==> images/m1.png <==
Supply wires on this layer in grey.
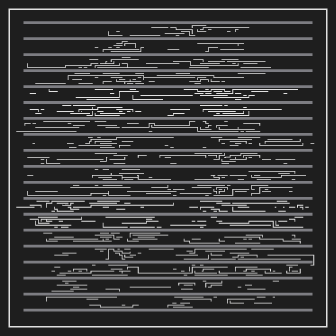
==> images/m2.png <==
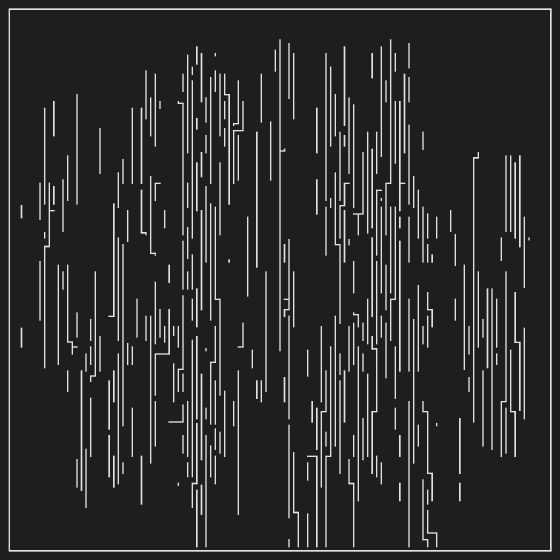
===== src/rtl/ic_tester_pkg.sv =====
// Shared codes for the socket emulator: gate function select, per-gate
// fault select, channel state encoding, and the ideal-gate evaluator.
package ic_tester_pkg;

   typedef enum logic [2:0] {
      FN_AND  = 3'b000,
      FN_OR   = 3'b001,
      FN_NAND = 3'b010,
      FN_NOR  = 3'b011,
      FN_XOR  = 3'b100,
      FN_XNOR = 3'b101
   } fn_e;

   typedef enum logic [1:0] {
      FLT_NONE = 2'b00,
      FLT_SA0  = 2'b01,
      FLT_SA1  = 2'b10,
      FLT_INV  = 2'b11
   } flt_e;

   typedef enum logic {
      ST_STABLE = 1'b0,
      ST_SETTLE = 1'b1
   } chan_st_e;

   // Codes 110/111 are not gate functions; they evaluate to 0.
   function automatic logic gate_eval(input logic [2:0] fn, input logic a,
                                      input logic b, input logic c);
      logic r;
      r = 1'b0;
      case (fn)
         FN_AND:  r = a & b & c;
         FN_OR:   r = a | b | c;
         FN_NAND: r = ~(a & b & c);
         FN_NOR:  r = ~(a | b | c);
         FN_XOR:  r = a ^ b ^ c;
         FN_XNOR: r = ~(a ^ b ^ c);
         default: r = 1'b0;
      endcase
      return r;
   endfunction

endpackage


===== src/rtl/emulated_gate_channel.sv =====
// One emulated gate output: holds the last accepted ideal value, only
// accepts a new value after it has stayed put for DELAY_CYCLES edges,
// and drives the pin through the fault map.
//   clk, reset    clock, async active-high reset
//   enable        low forces the channel idle with held = 0, op = 0
//   ideal         combinational gate result for this channel
//   fault_sel     00 none, 01 stuck-0, 10 stuck-1, 11 invert
//   op            registered pin output
//   chan_ok       channel is STABLE and ideal matches held
//
// state      | meaning
// ST_STABLE  | held is current; waiting for ideal to move
// ST_SETTLE  | ideal moved to target; timing out the settle window
module emulated_gate_channel
   import ic_tester_pkg::*;
#(
   parameter int DELAY_CYCLES = 4,
   parameter int CNT_W        = 3
) (
   input  logic       clk,
   input  logic       reset,
   input  logic       enable,
   input  logic       ideal,
   input  logic [1:0] fault_sel,
   output logic       op,
   output logic       chan_ok
);

   // Down-counter loaded with the remaining edges after the first; the
   // settle completes on the edge where it reads zero (edge n+DELAY_CYCLES).
   localparam logic [CNT_W-1:0] CNT_LOAD =
      (DELAY_CYCLES > 0) ? CNT_W'(DELAY_CYCLES - 1) : '0;

   chan_st_e         state_q, state_d;
   logic             held_q, held_d;
   logic             target_q, target_d;
   logic [CNT_W-1:0] cnt_q, cnt_d;
   logic             op_q, op_d;

   always_comb begin
      state_d  = state_q;
      held_d   = held_q;
      target_d = target_q;
      cnt_d    = cnt_q;
      if (!enable) begin
         state_d  = ST_STABLE;
         held_d   = 1'b0;
         target_d = 1'b0;
         cnt_d    = '0;
      end else begin
         case (state_q)
            ST_STABLE: begin
               if (ideal != held_q) begin
                  if (DELAY_CYCLES == 0) begin
                     held_d = ideal;
                  end else begin
                     target_d = ideal;
                     cnt_d    = CNT_LOAD;
                     state_d  = ST_SETTLE;
                  end
               end
            end
            ST_SETTLE: begin
               if (ideal == held_q) begin
                  // glitch returned to the held value: abandon the settle
                  cnt_d   = '0;
                  state_d = ST_STABLE;
               end else if (cnt_q == '0) begin
                  held_d  = target_q;
                  state_d = ST_STABLE;
               end else begin
                  cnt_d = cnt_q - 1'b1;
               end
            end
            default: state_d = ST_STABLE;
         endcase
      end
   end

   // Fault map acts on next-held so fault changes bypass the settle delay.
   always_comb begin
      op_d = 1'b0;
      if (enable) begin
         case (fault_sel)
            FLT_NONE: op_d = held_d;
            FLT_SA0:  op_d = 1'b0;
            FLT_SA1:  op_d = 1'b1;
            FLT_INV:  op_d = ~held_d;
            default:  op_d = held_d;
         endcase
      end
   end

   always_ff @(posedge clk or posedge reset) begin
      if (reset) begin
         state_q  <= ST_STABLE;
         held_q   <= 1'b0;
         target_q <= 1'b0;
         cnt_q    <= '0;
         op_q     <= 1'b0;
      end else begin
         state_q  <= state_d;
         held_q   <= held_d;
         target_q <= target_d;
         cnt_q    <= cnt_d;
         op_q     <= op_d;
      end
   end

   assign op      = op_q;
   assign chan_ok = (state_q == ST_STABLE) && (ideal == held_q);

endmodule


===== src/rtl/ic_socket_emulator.sv =====
// Responder-side model of a 3-gate, 3-input logic IC sitting in the tester
// socket. Decodes the gate function, runs three independent settle/fault
// channels, and reports settled and invalid-function status.
//   clk, reset               clock, async active-high reset
//   enable                   emulator active; low forces idle
//   func_sel                 gate function (110/111 invalid)
//   fault_sel1..3            per-gate fault select
//   A1..C3                   tester-driven gate inputs
//   op1..op3                 registered gate outputs
//   settled                  registered: all channels stable (or idle)
//   func_err                 registered: func_sel is 110 or 111
module ic_socket_emulator
   import ic_tester_pkg::*;
#(
   parameter int DELAY_CYCLES = 4,
   parameter int CNT_W        = (DELAY_CYCLES > 0) ? $clog2(DELAY_CYCLES + 1) : 1
) (
   input  logic       clk,
   input  logic       reset,
   input  logic       enable,
   input  logic [2:0] func_sel,
   input  logic [1:0] fault_sel1,
   input  logic [1:0] fault_sel2,
   input  logic [1:0] fault_sel3,
   input  logic       A1,
   input  logic       B1,
   input  logic       C1,
   input  logic       A2,
   input  logic       B2,
   input  logic       C2,
   input  logic       A3,
   input  logic       B3,
   input  logic       C3,
   output logic       op1,
   output logic       op2,
   output logic       op3,
   output logic       settled,
   output logic       func_err
);

   logic ideal1, ideal2, ideal3;
   logic ok1, ok2, ok3;
   logic settled_q, settled_d;
   logic func_err_q, func_err_d;

   assign ideal1 = gate_eval(func_sel, A1, B1, C1);
   assign ideal2 = gate_eval(func_sel, A2, B2, C2);
   assign ideal3 = gate_eval(func_sel, A3, B3, C3);

   emulated_gate_channel #(.DELAY_CYCLES(DELAY_CYCLES), .CNT_W(CNT_W)) u_ch1 (
      .clk(clk), .reset(reset), .enable(enable), .ideal(ideal1),
      .fault_sel(fault_sel1), .op(op1), .chan_ok(ok1)
   );

   emulated_gate_channel #(.DELAY_CYCLES(DELAY_CYCLES), .CNT_W(CNT_W)) u_ch2 (
      .clk(clk), .reset(reset), .enable(enable), .ideal(ideal2),
      .fault_sel(fault_sel2), .op(op2), .chan_ok(ok2)
   );

   emulated_gate_channel #(.DELAY_CYCLES(DELAY_CYCLES), .CNT_W(CNT_W)) u_ch3 (
      .clk(clk), .reset(reset), .enable(enable), .ideal(ideal3),
      .fault_sel(fault_sel3), .op(op3), .chan_ok(ok3)
   );

   // A disabled emulator is idle, so it reports settled.
   always_comb begin
      func_err_d = func_sel[2] & func_sel[1];
      settled_d  = ~enable | (ok1 & ok2 & ok3);
   end

   always_ff @(posedge clk or posedge reset) begin
      if (reset) begin
         settled_q  <= 1'b1;
         func_err_q <= 1'b0;
      end else begin
         settled_q  <= settled_d;
         func_err_q <= func_err_d;
      end
   end

   assign settled  = settled_q;
   assign func_err = func_err_q;

endmodule


===== config.mk =====
export PLATFORM = sky130hd
export DESIGN_NAME = ic_socket_emulator
export DESIGN_NICKNAME = d
export VERILOG_FILES = /design/src/rtl/ic_tester_pkg.sv /design/src/rtl/emulated_gate_channel.sv /design/src/rtl/ic_socket_emulator.sv
export SDC_FILE = /design/constraint.sdc
export NUM_CORES = 1
export LEC_CHECK = 0
export CAP_MARGIN = 20
export CORE_MARGIN = 2
export CORE_UTILIZATION = 68
export DETAILED_ROUTE_END_ITERATION = 6
export DONT_BUFFER_PORTS = 1
export HOLD_SLACK_MARGIN = 0.12
export PLACE_DENSITY = 0.84
export SYNTH_ARGS = -nofsm -noshare
export SYNTH_HDL_FRONTEND = slang
export SYNTH_SLANG_ARGS = --single-unit

===== constraint.sdc =====
create_clock -name clk -period 5.3 [get_ports clk]
set_input_delay 1.59 -clock clk [delete_from_list [all_inputs] [get_ports clk]]
set_output_delay 1.59 -clock clk [all_outputs]
set_load 0.01 [all_outputs]

==> results_slide.txt <==
Run Summary

Timing
  • Final sum of negative setup slack: 0 ns
  • Max frequency: 307 MHz

Layout
  • Layout cells sized above 1: 6.99%
  • #MultiIn Comb: 138
  • Non-clk invs: 21
  • Area of the multi-input gates: 1000 um2
  • Design Area, Final: 0.00172 mm2
  • Area Overhead vs Synth: 1.78%

Floorplanning
  • Tapcells: 30

Clocking
  • CTS buffer count: 3
  • Postcts setup bufs: 0
  • # clock sinks: 23
  • TritonCTS clock tree: yes

Synth
  • Post-synth top area cell: dfrtp_1
  • Basic Gates by Area: 22.3%
  • Top cells by count: 22 x dfrtp_1, 21 x inv_1, 14 x o21ai_0
  • Top_reg_cell synth: dfrtp_1
  • Adder share: 8.89%
  • Aoi share: 21.2%

Pwr
  • Combinational Power Share: 29.5%
  • Seq group: 0.211 mW

Outcome
  • Status: completed

Run
  • Max-cap violations: 0
  • Log Warnings: 32

Setup path
  • Critical path startpoint category: input pin
  • Family with the most delay on the worst path: simple AND/OR/NAND/NOR gates

Placement
  • Placed Cells: 212
-- m1.png (at the start) --
longest straight run	14.0 um
main direction	horizontal
met1 usage: 31.2%
WL final: 3.16 mm

-- m2.png (at the start) --
main direction	vertical
share of all routed wire	50%
nets with wire on the layer	183
longest straight run	30.9 um
wire length on this layer	1580 um
vias after detailed routing: 1346
met2 GRT Util: 42.9%

Power and IR drop assume default switching activity.
